**The clock network**

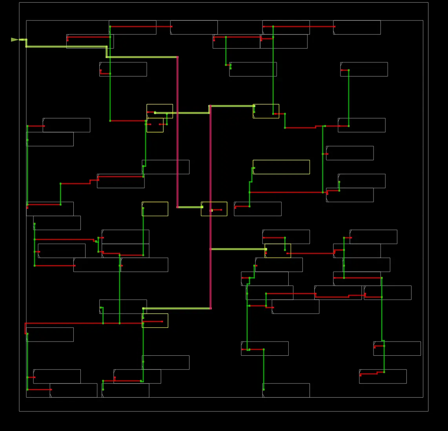
**Logic cells by family**

Drawn at 6 px/um.
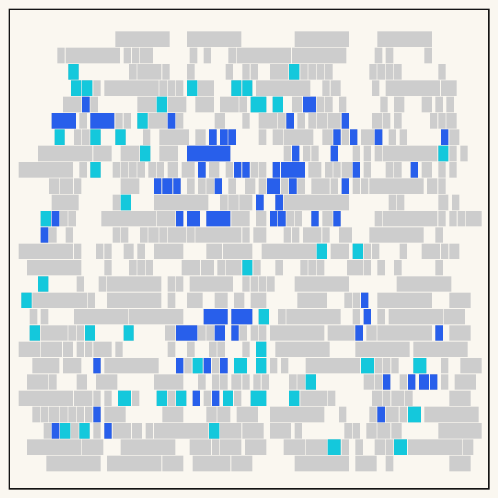
**Wires at chosen ports, followed through buffers**

Drawn at 4 px/um.
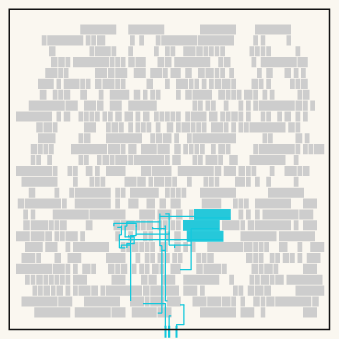
### config.mk
export PLATFORM = sky130hd
export DESIGN_NAME = match_sequencer
export DESIGN_NICKNAME = d
export VERILOG_FILES = /design/src/rtl/match_sequencer.sv
export SDC_FILE = /design/constraint.sdc
export NUM_CORES = 1
export LEC_CHECK = 0
export ABC_AREA = 1
export CAP_MARGIN = 20
export CORE_UTILIZATION = 55
export DETAILED_ROUTE_END_ITERATION = 12
export PLACE_DENSITY_LB_ADDON = 0.08
export SLEW_MARGIN = 10
export SYNTH_ARGS = -nofsm -noshare
export SYNTH_HDL_FRONTEND = slang
export SYNTH_SLANG_ARGS = --single-unit
### constraint.sdc
create_clock -name clk -period 2.55 [get_ports clk]
set_input_delay 0.51 -clock clk [delete_from_list [all_inputs] [get_ports clk]]
set_output_delay 0.51 -clock clk [all_outputs]
set_load 0.05 [all_outputs]
### src/rtl/match_sequencer.sv
// match_sequencer: Pong game-flow controller.
// Sequences IDLE -> SERVE -> PLAY <-> PAUSED, PLAY -> POINT -> SERVE, PLAY -> OVER,
// keeps both scores and drives the game-logic run enable and ball re-centre pulse.
// Ports:
//   clk, rst_n                      clock, async active-low reset
//   start, pause                    one-cycle key pulses
//   point_left, point_right         one-cycle scoring pulses from game logic
//   logic_run, ball_reset           game-logic enable, ball re-centre pulse
//   serve_dir                       0 = serve toward left, 1 = toward right
//   score_left, score_right         binary scores
//   game_over, winner               match finished, 0 = left won / 1 = right won
//   state                           IDLE=0 SERVE=1 PLAY=2 PAUSED=3 POINT=4 OVER=5
module match_sequencer #(
  parameter int unsigned PAUSE_CYCLES = 50000000,
  parameter int unsigned WIN_SCORE    = 11
) (
  input  logic       clk,
  input  logic       rst_n,
  input  logic       start,
  input  logic       pause,
  input  logic       point_left,
  input  logic       point_right,
  output logic       logic_run,
  output logic       ball_reset,
  output logic       serve_dir,
  output logic [6:0] score_left,
  output logic [6:0] score_right,
  output logic       game_over,
  output logic       winner,
  output logic [2:0] state
);

  localparam int unsigned TW = $clog2(PAUSE_CYCLES + 1);
  localparam int unsigned SW = 7;
  localparam logic [TW-1:0] TIMER_LOAD = TW'(PAUSE_CYCLES - 1);
  localparam logic [SW-1:0] WIN        = SW'(WIN_SCORE);

  typedef enum logic [2:0] {
    S_IDLE   = 3'd0,
    S_SERVE  = 3'd1,
    S_PLAY   = 3'd2,
    S_PAUSED = 3'd3,
    S_POINT  = 3'd4,
    S_OVER   = 3'd5
  } state_t;

  state_t        state_q, state_d;
  logic [TW-1:0] timer_q, timer_d;
  logic [SW-1:0] score_left_d, score_right_d;
  logic [SW-1:0] inc_left, inc_right;
  logic          serve_dir_d, winner_d;
  logic          logic_run_d, ball_reset_d, game_over_d;

  assign state = state_q;

  // State, timer and all registered outputs
  always_ff @(posedge clk or negedge rst_n) begin
    if (!rst_n) begin
      state_q     <= S_IDLE;
      timer_q     <= '0;
      score_left  <= '0;
      score_right <= '0;
      serve_dir   <= 1'b0;
      winner      <= 1'b0;
      logic_run   <= 1'b0;
      ball_reset  <= 1'b0;
      game_over   <= 1'b0;
    end else begin
      state_q     <= state_d;
      timer_q     <= timer_d;
      score_left  <= score_left_d;
      score_right <= score_right_d;
      serve_dir   <= serve_dir_d;
      winner      <= winner_d;
      logic_run   <= logic_run_d;
      ball_reset  <= ball_reset_d;
      game_over   <= game_over_d;
    end
  end

  // Next-state, scoring and output decode
  always_comb begin
    state_d       = state_q;
    timer_d       = timer_q;
    score_left_d  = score_left;
    score_right_d = score_right;
    serve_dir_d   = serve_dir;
    winner_d      = winner;
    inc_left      = score_left + SW'(1);
    inc_right     = score_right + SW'(1);

    case (state_q)
      S_IDLE, S_OVER: begin
        if (start) begin
          state_d       = S_SERVE;
          timer_d       = TIMER_LOAD;
          score_left_d  = '0;
          score_right_d = '0;
          serve_dir_d   = 1'b0;
        end
      end
      S_SERVE: begin
        if (timer_q == '0) state_d = S_PLAY;
        else               timer_d = timer_q - TW'(1);
      end
      S_PLAY: begin
        // Left point outranks a simultaneous right point; any point outranks pause
        if (point_left) begin
          score_left_d = inc_left;
          serve_dir_d  = 1'b1;
          if (inc_left == WIN) begin
            state_d  = S_OVER;
            winner_d = 1'b0;
          end else begin
            state_d = S_POINT;
            timer_d = TIMER_LOAD;
          end
        end else if (point_right) begin
          score_right_d = inc_right;
          serve_dir_d   = 1'b0;
          if (inc_right == WIN) begin
            state_d  = S_OVER;
            winner_d = 1'b1;
          end else begin
            state_d = S_POINT;
            timer_d = TIMER_LOAD;
          end
        end else if (pause) begin
          state_d = S_PAUSED;
        end
      end
      S_PAUSED: begin
        if (pause) state_d = S_PLAY;
      end
      S_POINT: begin
        if (timer_q == '0) begin
          state_d = S_SERVE;
          timer_d = TIMER_LOAD;
        end else begin
          timer_d = timer_q - TW'(1);
        end
      end
      default: state_d = S_IDLE;
    endcase

    // Outputs are decoded from the next state so the registers track the state they accompany
    logic_run_d  = (state_d == S_PLAY);
    game_over_d  = (state_d == S_OVER);
    ball_reset_d = (state_d == S_SERVE) && (state_q != S_SERVE);
  end

endmodule

==> changes_impl.md <==
### Physical design

- Outcome: finished, final reports clean
- DP HPWL: between 5000 and 6000 um
- DR vias/cell: 5.40
- Synth Warn #: 0
- Vias in the first global route: 2957
- Syn Area/Cell: 6.87 um^2
- Slew @ Worst Pin: 0.571 ns
- Synth area leader: dfrtp_1
- Worst Slack Setup Final: 0.268 ns
- Combinational Area: 0.00187 mm^2
- Most frequent cell after synthesis: nand2_1
- Worst reg2reg path depth: 12
- Flip-flops: 48
- Place WS: 0.306 ns
- Core ar.: between 0.005 and 0.006 mm^2
- Seq cells post-synth: 48
- Total gr overflow: 0
- Largest logic family: simple AND/OR/NAND/NOR gates
- Hold slack: 0.181 ns
- Design Power: 4.19 mW
- Crit. Startpoint: score_right[0]
- Power Density: 1100 mW/mm^2
- Yosys cell count: a little under 500
- M3 GR Usage: 4.23%
- Met2 Resource Use GR: 45.0%
- Log Warnings: 28
- Placed insts: 578
- EDFF count, synth: 0
- Mapped Area: 0.00332 mm^2
- Seq pwr share: a little under a third
- Fill cells: 516
- Routed WL per cell: 13.4 um
- M1 WL: between 3000 and 4000 um
- FP Util: 58.5%
- Placed Area: 0.00367 mm^2
- # DRC: 0
- Area leader share: 36.2%
- Busiest grt layer: met2
- R2R Setup Slk: 0.27 ns
- Seq pwr: around 1.3 mW
- Max-cap violation count: 0
- Met1 Resource Use GR: roughly 38%
- Min-Delay Path Class: in2async
- Ao+oa area frac: 7.77%
- PortBufs: 27
- Core Util, Final: about two thirds
- MI comb cells: ~370
- Die area: 0.00635 mm^2
- FF-to-FF Start: score_right[0]
- # Taps: 72
- Cell Type Count: 35
- LEAKAGE: around 1.9 nW
- Largest net degree at the start of global routing: 34
- Mapped Nets: just under 500
- Antenna violations before repair: 0
- Uppermost layer routed: met4
- Adder Share, Synth: 1.89%
- Top Layout Cells: nand2_1 (172), nor2_1 (51), inv_1 (49), dfrtp_1 (48), nand3_1 (40)
- Hold-fix buffers at CTS: 0
- Crit path to: timer_q[14]
- Slew headroom: 61.5%
- Final WL: 7860 um
- Cell area after layout: ~0.0038 mm^2
- Bufs w/o clock: 32
- RSZ-0062 raised after global routing: false
- Flop area: 0.00120 mm^2
- NetSw: 2.14 mW
- Yosys stat area: 0.00332 mm^2
- Chip Height: 79.7 um
- Initial DRC Count: 212
- Worst Skew: 0.00617 ns
- # rows: 27
- Clock buf/inv share: 3.20%
- Max-area cell class: multi-input combinational cells
- Internal power: around 2.0 mW
- First-pass GRT wire length: 13600 um
- Kind of critical path: reg2reg
- Mux share of post-synthesis cell area: 0%
- Register share after synthesis: a little over a third
- RD Place Congestion: 0.860
- Routed wl met2: 3580 um
- Hold Vio Cnt, Final: 0
- DR pass1 iterations: 5
- Top Consumer: combinational logic
- AND/OR/NAND/NOR Cells, Area Fraction: 40.7%
- Commonest flop: dfrtp_1
- Clock sink count: 48
- Worst-path clk slew: approximately 0.09 ns
- P&R area growth vs syn: 14.3%
- Worst EP required: roughly 2.8 ns
- Die W: 79.7 um
- Critical Path AT: 2.48 ns
- Maximum clock insertion buffer count: 2
- Gate Count Post-Synth: between 400 and 500
- I/O pins: 28
- Post-synthesis xor/xnor area fraction: 5.81%
- Slew Limit Fails: 0
- ANT cells: 0
- Startpoint Class: flop
- Combinational Power: 2.30 mW
- Worst vdd ir: 762 uV
- CTS tree: yes
- Kind of end point of the critical path: flop
- WL met3: 354 um
- Endpoints failing setup: 0
- Post-CTS Setup Inserts: 0
- Post-synth ARST share: 100%
- Most common library cells after synthesis: nand2_1 (172), nor2_1 (51), inv_1 (49)
- Crit path max fanout: 33
- Switching Share: roughly half
- Clk Tree Root Cell: clkbuf_8
- Tmin final: 2.28 ns
- Fmax: 0.438 GHz
- CTS H-tree depth: 2
- Share of cells above drive strength 1: between 7 and 8%
- Seq/total area: 31.7%
- Total GRT Usage: about 28%
- Period utilisation layout: approximately nine tenths
- Inverters: 52
- Reg2reg end: timer_q[14]
- Comb pwr share: between 50% and 60%
- Total negative slack: 0 ns
- Via count: 3167
- Cell area leaders: dfrtp_1 (36%), nand2_1 (19%), nand3_1 (6.0%), nor2_1 (5.8%), inv_1 (5.5%)
Back to the opening pictures, 'the clock network':
clock buffers: 6
TritonCTS Buffers: 5
Clock group: 598 uW
latest clock arrival within the worst-skew pair: 0.31 ns

Back to the opening pictures, 'logic cells by family':
- NOR gates: blue (cells 65)
- inverting AOI/OAI gates: cyan (cells 47; where all over the die)
Finished Layout Cells: 586
most frequent logic cell in the layout: nand2_1
combinational share of cell area: 49.2%

Back to the opening pictures, 'wires at chosen ports, followed through buffers':
- state: cyan (bits 3; direction output; edge bottom; end cells 3; wire 219 um)

[sequential cells by signal (all words and copies together), names as in the netlist]
register / flops
ball_reset: 1
state: 3
score_left: 7
score_right: 7
timer_q: 26
game_over: 1
logic_run: 1
winner: 1
serve_dir: 1
[logic make-up (layout without fill, tap and decap cells)]
group / count (synthesis) / after routing
fa+ha+maj: 5 / 5
xor+xnor: 22 / 22
simple gates: 299 / 299
compound gates: 48 / 48
flops: 48 / 48
buf+inv: 61 / 92
[critical path, stage by stage (launching register included)]
cell and delay, ns:
dfrtp_1 0.51, ha_1 0.27, nand3_1 0.14, nor2_1 0.12
nor2_1 0.06, nor2_1 0.13, nand3_1 0.13, nand2_1 0.17
nand3_4 0.13, nand2_8 0.21, inv_4 0.14, nand2_1 0.08
nand2_1 0.06
Power and IR drop assume default switching activity.
